$ cat config.mk
export PLATFORM = sky130hd
export DESIGN_NAME = bus_arbiter
export DESIGN_NICKNAME = d
export VERILOG_FILES = /design/src/rtl/coh_pkg.sv /design/src/rtl/rr_pick.sv /design/src/rtl/bus_arbiter.sv
export SDC_FILE = /design/constraint.sdc
export NUM_CORES = 1
export LEC_CHECK = 0
export ABC_AREA = 1
export CAP_MARGIN = 20
export CORE_MARGIN = 1
export CORE_UTILIZATION = 25
export CTS_CLUSTER_SIZE = 14
export DETAILED_ROUTE_END_ITERATION = 10
export PLACE_DENSITY_LB_ADDON = 0.15
export SLEW_MARGIN = 20
export SYNTH_ARGS = -nofsm -noshare
export SYNTH_HDL_FRONTEND = slang
export SYNTH_SLANG_ARGS = --single-unit
$ cat constraint.sdc
create_clock -name clk -period 5.55 [get_ports clk]
set_input_delay 1.11 -clock clk [delete_from_list [all_inputs] [get_ports clk]]
set_output_delay 1.11 -clock clk [all_outputs]
set_load 0.05 [all_outputs]
$ cat src/rtl/coh_pkg.sv
// coh_pkg
// Shared definitions for the coherence-side bus arbiter:
//   - default requester count and address/data widths
//   - read/write operation encodings
//   - the arbiter FSM state type
package coh_pkg;

  localparam int NUM_REQ_DEF = 3;
  localparam int ADDR_W_DEF  = 8;
  localparam int DATA_W_DEF  = 8;

  localparam logic OP_READ  = 1'b0;
  localparam logic OP_WRITE = 1'b1;

  typedef enum logic [1:0] {
    ST_IDLE      = 2'd0,
    ST_ISSUE     = 2'd1,
    ST_WAIT_RESP = 2'd2
  } arb_state_t;

endpackage

$ cat src/rtl/rr_pick.sv
// rr_pick
// Combinational round-robin selector.
// Searches the request vector starting one position after the last
// granted index, wrapping around, and returns a one-hot grant
// (all zero when nothing is requested).
// Ports:
//   req   in  N   request vector
//   last  in  PW  index of the most recently served requester
//   grant out N   one-hot winner
module rr_pick #(
  parameter int N  = 3,
  parameter int PW = (N > 1) ? $clog2(N) : 1
) (
  input  logic [N-1:0]  req,
  input  logic [PW-1:0] last,
  output logic [N-1:0]  grant
);

  // Walk positions last+1, last+2, ... last+N (mod N); first hit wins.
  always_comb begin
    int          pos;
    logic        found;
    logic [PW-1:0] idx;
    grant = '0;
    found = 1'b0;
    pos   = 0;
    idx   = '0;
    for (int k = 1; k <= N; k++) begin
      pos = int'(last) + k;
      if (pos >= N) pos = pos - N;
      idx = PW'(pos);
      if (!found && req[idx]) begin
        grant[idx] = 1'b1;
        found      = 1'b1;
      end
    end
  end

endmodule

$ cat src/rtl/bus_arbiter.sv
// bus_arbiter
// Round-robin arbiter that lets NUM_REQ processors share a single
// directory port with exactly one transaction outstanding at a time.
// A winner is accepted in IDLE, its fields are presented to the
// directory in ISSUE, and the completion (or a timeout abort) is
// returned to the source in WAIT_RESP.
// Ports:
//   clk, rst_n           clock, asynchronous active-low reset
//   req_valid/op/addr/data  per-processor request (packed, slice i = proc i)
//   req_ready            one-hot acceptance pulse
//   dir_valid/op/addr/data/src, dir_ready  directory request handshake
//   resp_valid, resp_data   directory completion
//   done, rdata          one-hot completion pulse and its data
//   protocol_err         sticky error (stray response or timeout)
module bus_arbiter
  import coh_pkg::*;
#(
  parameter int NUM_REQ = NUM_REQ_DEF,
  parameter int ADDR_W  = ADDR_W_DEF,
  parameter int DATA_W  = DATA_W_DEF,
  parameter int TIMEOUT = 16,
  localparam int SRC_W  = (NUM_REQ > 1) ? $clog2(NUM_REQ) : 1
) (
  input  logic                      clk,
  input  logic                      rst_n,
  input  logic [NUM_REQ-1:0]        req_valid,
  input  logic [NUM_REQ-1:0]        req_op,
  input  logic [NUM_REQ*ADDR_W-1:0] req_addr,
  input  logic [NUM_REQ*DATA_W-1:0] req_data,
  output logic [NUM_REQ-1:0]        req_ready,
  output logic                      dir_valid,
  output logic                      dir_op,
  output logic [ADDR_W-1:0]         dir_addr,
  output logic [DATA_W-1:0]         dir_data,
  output logic [SRC_W-1:0]          dir_src,
  input  logic                      dir_ready,
  input  logic                      resp_valid,
  input  logic [DATA_W-1:0]         resp_data,
  output logic [NUM_REQ-1:0]        done,
  output logic [DATA_W-1:0]         rdata,
  output logic                      protocol_err
);

  localparam logic [7:0] TIMEOUT_LAST = 8'(TIMEOUT - 1);

  arb_state_t          state;
  logic [SRC_W-1:0]    last_grant;
  logic [7:0]          wait_cnt;
  logic [NUM_REQ-1:0]  grant;
  logic [SRC_W-1:0]    grant_idx;

  rr_pick #(
    .N  (NUM_REQ),
    .PW (SRC_W)
  ) u_pick (
    .req   (req_valid),
    .last  (last_grant),
    .grant (grant)
  );

  // Binary index of the one-hot winner, used to slice the packed fields.
  // Only valid request slices are ever selected, so garbage on idle
  // requesters never reaches the directory.
  always_comb begin
    grant_idx = '0;
    for (int i = 0; i < NUM_REQ; i++) begin
      if (grant[i]) grant_idx = SRC_W'(i);
    end
  end

  // Whole arbiter FSM with registered outputs. req_ready, done and rdata
  // are single-cycle pulses cleared by default every cycle. dir_valid is
  // raised one cycle after req_ready so the latched fields are stable
  // before the directory ever sees them. last_grant only moves when a
  // transaction finishes, so an aborted (reset) transaction does not
  // disturb priority.
  always_ff @(posedge clk or negedge rst_n) begin
    if (!rst_n) begin
      state        <= ST_IDLE;
      last_grant   <= SRC_W'(NUM_REQ - 1);
      wait_cnt     <= '0;
      protocol_err <= 1'b0;
      req_ready    <= '0;
      done         <= '0;
      rdata        <= '0;
      dir_valid    <= 1'b0;
      dir_op       <= 1'b0;
      dir_addr     <= '0;
      dir_data     <= '0;
      dir_src      <= '0;
    end else begin
      req_ready <= '0;
      done      <= '0;
      rdata     <= '0;
      case (state)
        ST_IDLE: begin
          if (resp_valid) protocol_err <= 1'b1;
          if (|req_valid) begin
            req_ready <= grant;
            dir_op    <= req_op[grant_idx];
            dir_addr  <= req_addr[grant_idx*ADDR_W +: ADDR_W];
            dir_data  <= req_data[grant_idx*DATA_W +: DATA_W];
            dir_src   <= grant_idx;
            state     <= ST_ISSUE;
          end
        end
        ST_ISSUE: begin
          if (resp_valid) protocol_err <= 1'b1;
          if (!dir_valid) begin
            dir_valid <= 1'b1;
          end else if (dir_ready) begin
            dir_valid <= 1'b0;
            wait_cnt  <= '0;
            state     <= ST_WAIT_RESP;
          end
        end
        ST_WAIT_RESP: begin
          if (resp_valid || (wait_cnt == TIMEOUT_LAST)) begin
            done <= NUM_REQ'(1) << dir_src;
            if (resp_valid && (dir_op == OP_READ)) rdata <= resp_data;
            if (!resp_valid) protocol_err <= 1'b1;
            last_grant <= dir_src;
            state      <= ST_IDLE;
          end else begin
            wait_cnt <= wait_cnt + 8'd1;
          end
        end
        default: state <= ST_IDLE;
      endcase
    end
  end

endmodule

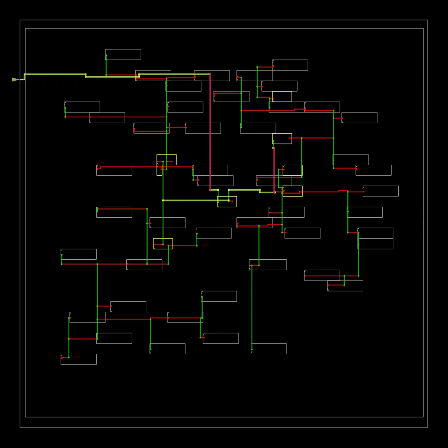
**Above:** run 1 (the clock network).
clock buffer count from CTS: 5
skew final: 0.00686 ns
clkbuf count: 8

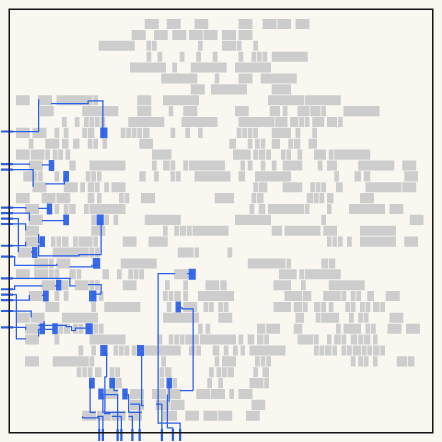
**Above:** run 1 (port wiring).
Drawn at 4 px/µm.
legend:
  req_addr:
    colour: blue
    bits: 24
    direction: input
    edge: 15 left, 9 bottom
    end_cells: 24
    wire: 445 µm

==> results.yml, run 1 <==
# yosys + openroad results
run_status:
  status: "finished clean"
clocking:
  clockBufferDepth: 2
  ctsHoldBuffers: 0
  cts.sinks: 47
  clock_latency_ns: 0.30
  cts_root_buf: "clkbuf_8"
  cts_tree: "done"
worst_setup_path:
  r2r_cells: 13
  max_stage_delay_ns: 0.58
  crit_cells: 9
  end_kind: "flip-flop"
  cp.required_ns: 5.79
  path_buffers: 4
  slowest_stage: "inv_1"
  r2r_end: "dir_data[7]$_DFFE_PN0P_"
  r2r_start: "last_grant[1]$_DFFE_PN1P_"
  crit_top_cell: "nand2_1"
  path_cells: "clkdlybuf4s50_1 -> nor3_1 -> nor3_2 -> buf_4 -> inv_1 -> nand2_1 -> nand2_1 -> inv_1 -> nand2_1"
  crit_type: "in2reg"
  critPathLaunchType: "input pin"
  startpoint: "req_valid[1]"
yosys:
  topCellsByArea: "dfrtp_1 (43%), nand2_1 (20%), inv_1 (9.9%), nand3_1 (4.9%), a21oi_1 (3.5%)"
  async_flop_share_pct: 100
  syn_inst: 383
  aoi_share_pct: 7.10
  yosys.stat.seqShare_pct: 44.0
  synth-xor-area-share_pct: 1.31
  edf_count: 0
  syn_area_um2: 2680
  synth.logic.top_family: "simple AND/OR/NAND/NOR gates"
  fp_nets: 456
  synth_cell_types: 27
  yosysTopAreaCell: "dfrtp_1"
  ys_cells: 383
  synth_flops: 47
  ys_warn_count: 0
final_timing:
  fmax_mhz: 344
  slew_headroom_pct: 46.7
  timing.setup.tns_ns: 0
  grt_setup_unrepaired: "no"
  setup_viol: 0
  fin_crit_ns: 2.91
  min_period_over_period_pct: 52.4
  worst_slack_ns: 2.64
  worst_pin_slew_ns: 0.796
route:
  drtIter0Drc: 110
  ant_nets: 0
  wl_per_cell_um: 11.9
  firstDrtPassIters: 4
  drc: 0
  drt-met1-wl_um: 3520
  routed_via_density: 4.22
  vias: 2619
power:
  leakage_nw: 1.99
  p_int_uw: 944
  p_seq_uw: 518
  p_comb_share_pct: 62.2
  power.combinational.total_mw: 1.24
  power.share.clock_pct: 11.7
  pg_clk_uw: 233
  p_total_mw: 1.99
  switching_share_pct: 52.5
  switching_power_mw: 1.04
  ir_worst_vdd_uv: 265
  powerDensity_nw_per_um2: 507
  power_leader: "combinational logic"
cells_and_area:
  fill_cells: 1123
  stdcell_count: 620
  diodes: 0
  mostFrequentLayoutCell: "nand2_1"
  area_growth_pct: 46.1
  final_cell_mix: "nand2_1 (145), clkdlybuf4s50_1 (99), inv_1 (71)"
die:
  core-area_um2: 10400
  die_width_um: 106
  die_h_um: 106
  fp_util_pct: 25.8
  chip_area_um2: 11100
  io-pin-count: 101
global_routing:
  globalRouteMet2Util_pct: 22.3
  antenna_found_initial: 0
  grt_max_degree: 48
  grt_util_all_layers_pct: 13.9
  use_met1_pct: 18.4
  top_usage_layer: "met2"
place:
  placed_cells: 612
  placed_cell_area_um2: 3810
  portBuffers: 100
  pre_cts_ws_ns: 2.28
  globalplace.congestion: 0.824
run:
  warnings: 32
  maxCapViolCount: 0
min_path:
  hp-start: "protocol_err$_DFFE_PN0P_"
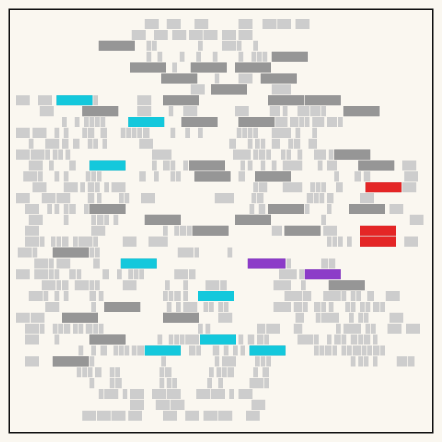
**Above:** run 1 (sequential cells coloured by netlist name).
Drawn at 4 px/µm. Other sequential cells in the stronger grey, the rest of the logic in the fainter grey.
legend:
  dir_data:
    colour: cyan
    flops: 8
  last_grant:
    colour: purple
    flops: 2
  done:
    colour: red
    flops: 3

==> run 1: cell usage after synthesis, types with 2 or more instances <==
library cell and instances:
clkbuf_1 3, inv_2 2, nor3_1 4, nand2_1 145, o31ai_1 4, nand3_1 26
nand4_1 7, nand2_4 2, o21ai_0 6, nor2_1 22, a31oi_1 2, dfrtp_1 46
xnor2_1 2, ha_1 7, o21ai_1 2, inv_1 71, buf_2 2, buf_4 2
xor2_1 2, a21oi_1 19
==> run 1: final cells by class <==
cell class              count  area (µm²)  area share, %
inverters                  74         278           7.10
flip-flops and latches     47        1180           30.1
well taps                 136         170           4.35
repair buffers            102        1010           25.8
clock buffers               8         100           2.56
multi-input cells         253        1180           30.1
==> run 1: sequential cells by signal (all words and copies together) (netlist names) <==
| register | flops |
|---|---|
| req_ready | 3 |
| dir_src | 2 |
| done | 3 |
| last_grant | 2 |
| state | 2 |
| dir_addr | 8 |
| dir_valid | 1 |
| dir_data | 8 |
| protocol_err | 1 |
| dir_op | 1 |
| wait_cnt | 8 |
| rdata | 8 |
==> run 1: worst min path at each step <==
stage	end	cells after the start
6_report	protocol_err$_DFFE_PN0P_	2
5_1_grt	protocol_err$_DFFE_PN0P_	2
4_1_cts	protocol_err$_DFFE_PN0P_	2
3_5_place_dp	protocol_err$_DFFE_PN0P_	2
3_3_place_gp	protocol_err$_DFFE_PN0P_	2
2_1_floorplan	wait_cnt[1]$_DFFE_PN0P_	2
==> run 1: kinds of logic after synthesis <==
family	after synthesis
AND-OR/OR-AND	34
XOR/XNOR	4
adder cells (fa/ha/maj)	7
buffers and inverters	83
flip-flops	47
AND/OR/NAND/NOR	208
## Run 2: what changed since run 1
==> constraint.sdc (replaced) <==
create_clock -name clk -period 2.6 [get_ports clk]
set_input_delay 0.52 -clock clk [delete_from_list [all_inputs] [get_ports clk]]
set_output_delay 0.52 -clock clk [all_outputs]
set_load 0.05 [all_outputs]
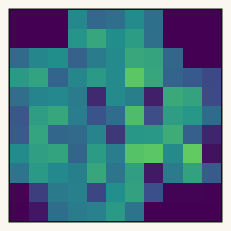
**Above:** run 2 (cell density map).
Drawn at 2 px/µm. The die is cut into 11 by 11 equal tiles; dark purple is low, yellow is high, 0 to 100% covered.
fullest tile: 76%
tiles over 75% full: 0.80%
mean over tiles: 35%
nearly empty tiles: 19%

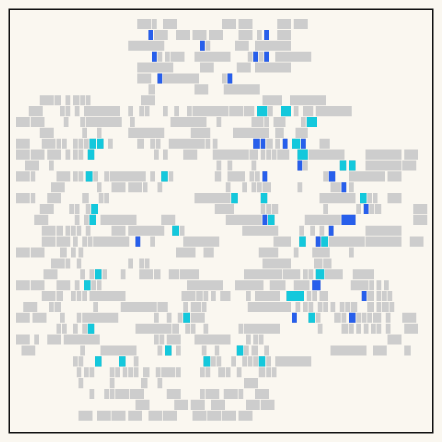
**Above:** run 2 (logic cells by family).
Drawn at 4 px/µm.
legend:
  inverting AOI/OAI gates:
    colour: cyan
    cells: 34
    most_used: a21oi_1
  NOR gates:
    colour: blue
    cells: 26
    most_used: nor2_1

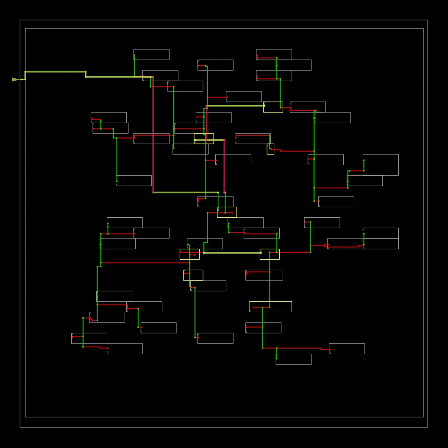
**Above:** run 2 (the clock network).
Clock Latency Late Sink: 0.30 ns
registers: 47
skew final: 0.00425 ns

==> run 2 against run 1 <==
Compared with the run above: sequential power increased by 110%; via count increased by 1.7%; area after synthesis unchanged; sequential share of layout area decreased by 0.87 points; critical path depth increased by 5; largest power group unchanged; die area unchanged; hold slack got worse by 0.17 ns; clock skew decreased by 0.0026 ns; total power increased by 130%; count of clock-buffer cells in the layout decreased by 2; global-route usage increased by 0.45 points.
==> results.yml, run 2 <==
# yosys + openroad results
yosys:
  synth.logic.top_family: "simple AND/OR/NAND/NOR gates"
  mux_share_pct: 0
  synth-xor-area-share_pct: 1.31
  synth_flops: 47
  syn_avg_cell_area_um2: 6.99
  synth.top_cells.by_count: "nand2_1 (145), inv_1 (71), dfrtp_1 (46)"
  ys_sh_simple_pct: 32.1
  ff_type: "dfrtp_1"
  synth_top_cell_by_count: "nand2_1"
  edf_count: 0
  yosys.stat.seqShare_pct: 44.0
  syn_inst: 383
  aoi_share_pct: 7.10
  fp_nets: 456
  synth_cell_types: 27
  fa_ha_area_share_pct: 3.27
  yosysTopAreaCell: "dfrtp_1"
  top_area_share_pct: 43.0
  async_flop_share_pct: 100
  ys_warn_count: 0
  syn_area_um2: 2680
  ys_area_um2: 2680
  topCellsByArea: "dfrtp_1 (43%), nand2_1 (20%), inv_1 (9.9%), nand3_1 (4.9%), a21oi_1 (3.5%)"
  ys_cells: 383
cells_and_area:
  clk_share_pct: 2.92
  register_area_um2: 1180
  n_all_buffers: 110
  bufAreaShareNonClock_pct: 26.9
  dominant-cell-class: "multi-input combinational cells"
  nets: 564
  mi_logic_area_um2: 1200
  mostFrequentLayoutCell: "nand2_1"
  n_clock_buffer: 6
  logic_gate_count: 253
  area_growth_pct: 50.4
  diodes: 0
  fill_cells: 1121
  stdcell_count: 628
  layout-drive-gt1-share_pct: 6.10
  fin_area_um2: 4030
  seq_area_share_pct: 29.2
  final_cell_mix: "nand2_1 (145), clkdlybuf4s50_1 (99), inv_1 (71)"
  nNonClkInverters: 74
  sh_comb_area_pct: 29.9
run:
  warnings: 32
  maxCapViolCount: 0
route:
  firstDrtPassIters: 6
  drc: 0
  routed_via_density: 4.24
  vias: 2663
  wirelength_um: 7500
  routed.top_layer: "met4"
  routed-wl-met2_um: 3290
  drtIter0Drc: 118
  met3WireLength_um: 514
  ant_nets: 0
  wl_per_cell_um: 11.9
  drt-met1-wl_um: 3640
die:
  io-pin-count: 101
  die_width_um: 106
  fp_util_pct: 25.8
  core-area_um2: 10400
  taps: 136
  die_h_um: 106
  rows: 37
  chip_area_um2: 11100
final_timing:
  worst_pin_slew_ns: 0.831
  min_period_over_period_pct: 91.0
  fin_crit_ns: 2.36
  grt_setup_unrepaired: "no"
  hold_viol: 0
  drv_slew: 0
  timing.hold.ws_ns: 0.316
  slew_headroom_pct: 44.6
  timing.setup.tns_ns: 0
  setup_viol: 0
  fmax_mhz: 423
clocking:
  cts.sinks: 47
  cts_setup_buffers: 0
  ctsResizeCount: 0
  cts_made_buffers: 5
  cts_tree: "done"
  ctsHoldBuffers: 0
  clockBufferDepth: 2
  cts_root_buf: "clkbuf_8"
  h-tree-depth: 2
  path_clk_slew_ns: 0.09
power:
  p_comb_share_pct: 62.7
  switching_share_pct: 51.0
  ir_worst_vdd_uv: 520
  p_int_mw: 2.20
  seqPwrFrac_pct: 24.8
  power.share.clock_pct: 12.5
  leakage_nw: 2.05
  powerDensity_nw_per_um2: 1110
  switching_power_mw: 2.29
worst_setup_path:
  end_kind: "flip-flop"
  critPathLaunchType: "flip-flop"
  path_cells: "inv_1 -> ha_2 -> nand2_1 -> nor2_1 -> inv_1 -> nand2_1 -> nor2_2 -> nand2_1 -> nand2_1 -> nand2_4 -> buf_4 -> a21oi_1 -> nand2_1 -> nand2_1"
  slowest_stage: "dfstp_2"
  max_stage_delay_ns: 0.55
  crit_type: "reg2reg"
  crit_top_cell: "nand2_1"
  crit_path_max_fanout: 10
  worstPathArrival_ns: 2.56
  cp.required_ns: 2.80
min_path:
  hold_path.class: "in2async"
place:
  portBuffers: 100
  placed_cell_area_um2: 3880
  placed_cells: 619
  place_hpwl_um: 5590
  globalplace.congestion: 0.832
global_routing:
  grt_max_degree: 37
  grt_pass1_vias: 2615
  grt-ovfl-total: 0
  grt_pass1_wl_um: 12600
  antenna_found_initial: 0
  grt_util_all_layers_pct: 14.3
run_status:
  status: "finished clean"
run 2: worst paths after layout:
kind | start | endpoint | slack, ns | depth (start not counted)
setup / recovery | last_grant[1]$_DFFE_PN1P_ | dir_data[6]$_DFFE_PN0P_ | 0.24 | 14
hold / removal | rst_n | req_ready[0]$_DFF_PN0_ | 0.32 | 1
setup reg to reg | last_grant[1]$_DFFE_PN1P_ | dir_data[6]$_DFFE_PN0P_ | 0.24 | 14
hold reg to reg | protocol_err$_DFFE_PN0P_ | protocol_err$_DFFE_PN0P_ | 0.50 | 2
max in group asynchronous | rst_n | rdata[0]$_DFF_PN0_ | 1.65 | 2
min in group clk | protocol_err$_DFFE_PN0P_ | protocol_err$_DFFE_PN0P_ | 0.50 | 2
run 2: metrics by stage:
stage	total power, mW	setup WS, ns	util (%)
5_1_grt	4.87	0.0184	38.9
6_report	4.49	0.235	38.9
4_1_cts	4.47	0.185	38.5
3_3_place_gp	3.88	0.195	37.4
3_5_place_dp	3.89	0.189	37.4
2_1_floorplan	2.99	0.500	-
run 2: routing by layer:
metal | track usage (%) | vias up
li1 | - | 1373
met1 | 20.0 | 1201
met2 | 21.9 | 83
met3 | 4.14 | 6
met4 | 3.27 | 0
met5 | 0 | -
run 2: worst max-delay path, delay by kind of cell (launching register included):
family                     cells  cell delay [ns]
adders and majority gates      1             0.42
and+or+nand+nor                9             0.84
DFF                            1             0.55
AOI/OAI and AO/OA              1             0.09
buffers and inverters          3             0.37
run 2: power by group through the flow:
stage | combinational [mW] | sequential (mW) | clock (mW)
finish | 2.82 | 1.11 | 0.562
global route | 3.11 | 1.14 | 0.614
CTS | 2.77 | 1.12 | 0.582
detailed placement | 2.77 | 1.12 | 0
global placement | 2.75 | 1.13 | 0
floorplan | 1.30 | 1.69 | 0
## Run 3: what changed since run 2
--- a/config.mk
+++ b/config.mk
@@ -5,7 +5,7 @@
 export SDC_FILE = /design/constraint.sdc
 export NUM_CORES = 1
 export LEC_CHECK = 0
-export ABC_AREA = 1
+export ABC_AREA = 0
 export CAP_MARGIN = 20
 export CORE_MARGIN = 1
 export CORE_UTILIZATION = 25
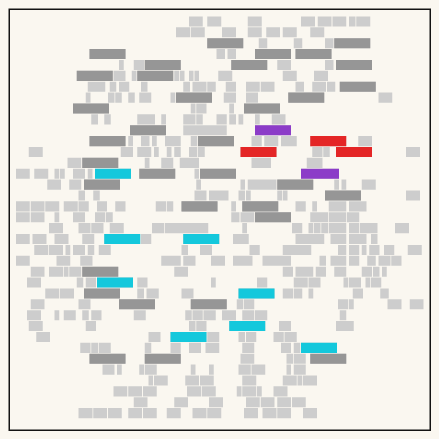
**Above:** run 3 (sequential cells coloured by netlist name).
Drawn at 4 px/µm. Other sequential cells in the stronger grey, the rest of the logic in the fainter grey.
legend:
  done:
    colour: red
    flops: 3
  dir_data:
    colour: cyan
    flops: 8
  last_grant:
    colour: purple
    flops: 2

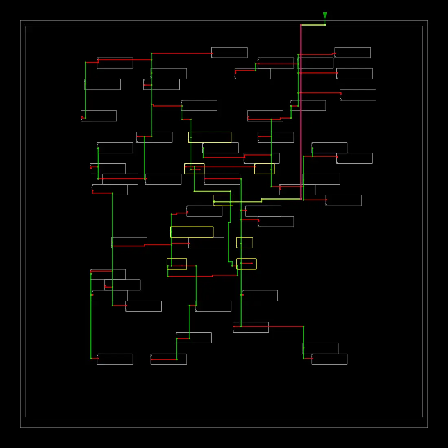
**Above:** run 3 (the clock network).
skew final: 0.0125 ns
clkbuf count: 5
# clock sinks: 47
Clock Power: 669 µW

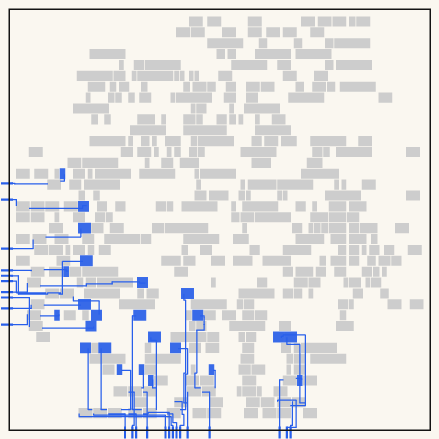
**Above:** run 3 (port wiring).
Drawn at 4 px/µm.
legend:
  req_addr:
    colour: blue
    bits: 24
    direction: input
    edge: 14 bottom, 10 left
    end_cells: 24
    wire: 588 µm
I/O pins: 101
# port buffers: 100

==> run 3 against run 2 <==
Compared with the run above: via count decreased by 7.8%; combinational power increased by 4%; area after synthesis decreased by 1.3%; first-iteration DRC count decreased by 15%; highest routed layer unchanged; total power increased by 5.5%; flip-flop count unchanged; register-to-register slack about the same; sequential share of layout area increased by 0.18 points; hold slack improved by 0.012 ns; sequential power about the same; final cell count decreased by 19%.
==> results.yml, run 3 <==
# yosys + openroad results
run_status:
  status: "finished clean"
route:
  drtIter0Drc: 100
  firstDrtPassIters: 4
  vias: 2455
  routed_via_density: 4.81
  wl_per_cell_um: 16.0
  drc: 0
worst_setup_path:
  worstPathArrival_ns: 2.55
  r2r_cells: 8
  critPathLaunchType: "flip-flop"
  end_kind: "flip-flop"
  cp-endpoint: "dir_addr[0]$_DFFE_PN0P_"
  r2r_start: "last_grant[1]$_DFFE_PN1P_"
  startpoint: "last_grant[1]$_DFFE_PN1P_"
  cp.required_ns: 2.78
cells_and_area:
  final_cell_mix: "clkdlybuf4s50_1 (99), dfrtp_1 (46), nand2_1 (29)"
  register_area_um2: 1180
  nets: 446
  area_growth_pct: 51.4
  mi_logic_area_um2: 1310
  layout-drive-gt1-share_pct: 10.2
  fin_util_pct: 39.0
  mostFrequentLayoutCell: "clkdlybuf4s50_1"
final_timing:
  min_period_over_period_pct: 91.1
  setup_viol: 0
  drv_slew: 0
  grt_setup_unrepaired: "no"
  timing.hold.ws_ns: 0.328
  worst_slack_ns: 0.231
  timing.setup.tns_ns: 0
  fmax_mhz: 422
yosys:
  ys_cells: 268
  syn_inst: 268
  yosys.stat.seqShare_pct: 44.5
  aoi_share_pct: 25.1
  async_flop_share_pct: 100
  ys_sh_simple_pct: 18.2
  synth.top_cells.by_count: "dfrtp_1 (46), nand2_1 (29), nand3_1 (22)"
  ff_type: "dfrtp_1"
  mux_share_pct: 1.28
  ys_warn_count: 0
  syn_avg_cell_area_um2: 9.87
  synth_cell_types: 48
  syn_area_um2: 2650
clocking:
  cts_made_buffers: 5
  path_clk_slew_ns: 0.10
  clock_latency_ns: 0.30
  cts_tree: "done"
  ctsHoldBuffers: 0
  h-tree-depth: 2
global_routing:
  grt-ovfl-total: 0
  grt_util_all_layers_pct: 14.8
  use_met1_pct: 19.5
  grt_pass1_wl_um: 13000
  grt_max_degree: 39
  globalRouteMet2Util_pct: 25.4
run:
  maxCapViolCount: 0
  warnings: 32
power:
  leakage_nw: 1.63
  seqPwrFrac_pct: 24.1
  p_comb_share_pct: 61.8
  switching_power_mw: 2.24
  powerDensity_nw_per_um2: 1180
  p_int_mw: 2.50
die:
  die_width_um: 105
  fp_util_pct: 25.7
  rows: 37
  chip_area_um2: 11000
  die_h_um: 105
  core-area_um2: 10300
place:
  pre_cts_ws_ns: 0.134
min_path:
  hold_path.class: "in2async"
run 3: final cells by class:
type                    count  share of cell area, %
clock buffers               5                   1.72
inverters                   7                  0.656
multi-input cells         194                   32.7
well taps                 136                   4.25
flip-flops and latches     47                   29.4
repair buffers            118                   29.5
clock inverters             3                   1.78
run 3: power by group through the flow:
stage | Combinational [mW] | Clock [mW] | Sequential, mW
after floorplan | 1.39 | 0 | 1.73
after global placement | 2.90 | 0 | 1.17
after detailed placement | 2.93 | 0 | 1.15
after CTS | 2.94 | 0.685 | 1.15
after global routing | 3.15 | 0.712 | 1.18
final | 2.93 | 0.669 | 1.14
run 3: logic make-up (layout without fill, tap and decap cells):
kind of cell / after synthesis / in the layout
multiplexers: 3 / 3
XOR/XNOR: 4 / 4
adder cells (fa/ha/maj): 7 / 7
AND/OR/NAND/NOR: 97 / 97
flip-flops: 47 / 47
AND-OR/OR-AND: 83 / 83
buffers and inverters: 27 / 133
run 3: per-stage QoR:
stage,total power [mW],cell area [µm²],instances
after floorplan,3.12,2650,268
after global placement,4.07,3860,502
after detailed placement,4.09,3860,502
after CTS,4.77,4000,510
after global routing,5.03,4010,510
final,4.74,4010,510
run 3: metal layers:
metal  vias to the layer above  wire (µm)
met5                         -          0
met4                         0         44
met3                         2        339
met2                        63       4090
met1                      1182       3670
li1                       1208          -
run 3: timing repair:
| action | 4_1_cts | 5_1_grt |
|---|---|---|
| endpoints found under the hold margin | 0 | 0 |
| buffers inserted | 0 | 0 |
| endpoints found under the setup margin | 0 | 3 |
| resized | 0 | 1 |
run 3: critical path: stages (launching register included):
cell and delay [ns]:
dfstp_2 0.57, inv_1 0.09, ha_1 0.41, nand2b_1 0.22, a21o_1 0.18, o311a_1 0.37
buf_12 0.18, o2111ai_1 0.12, nand3_1 0.10
Power is estimated from default activity; no workload was simulated.
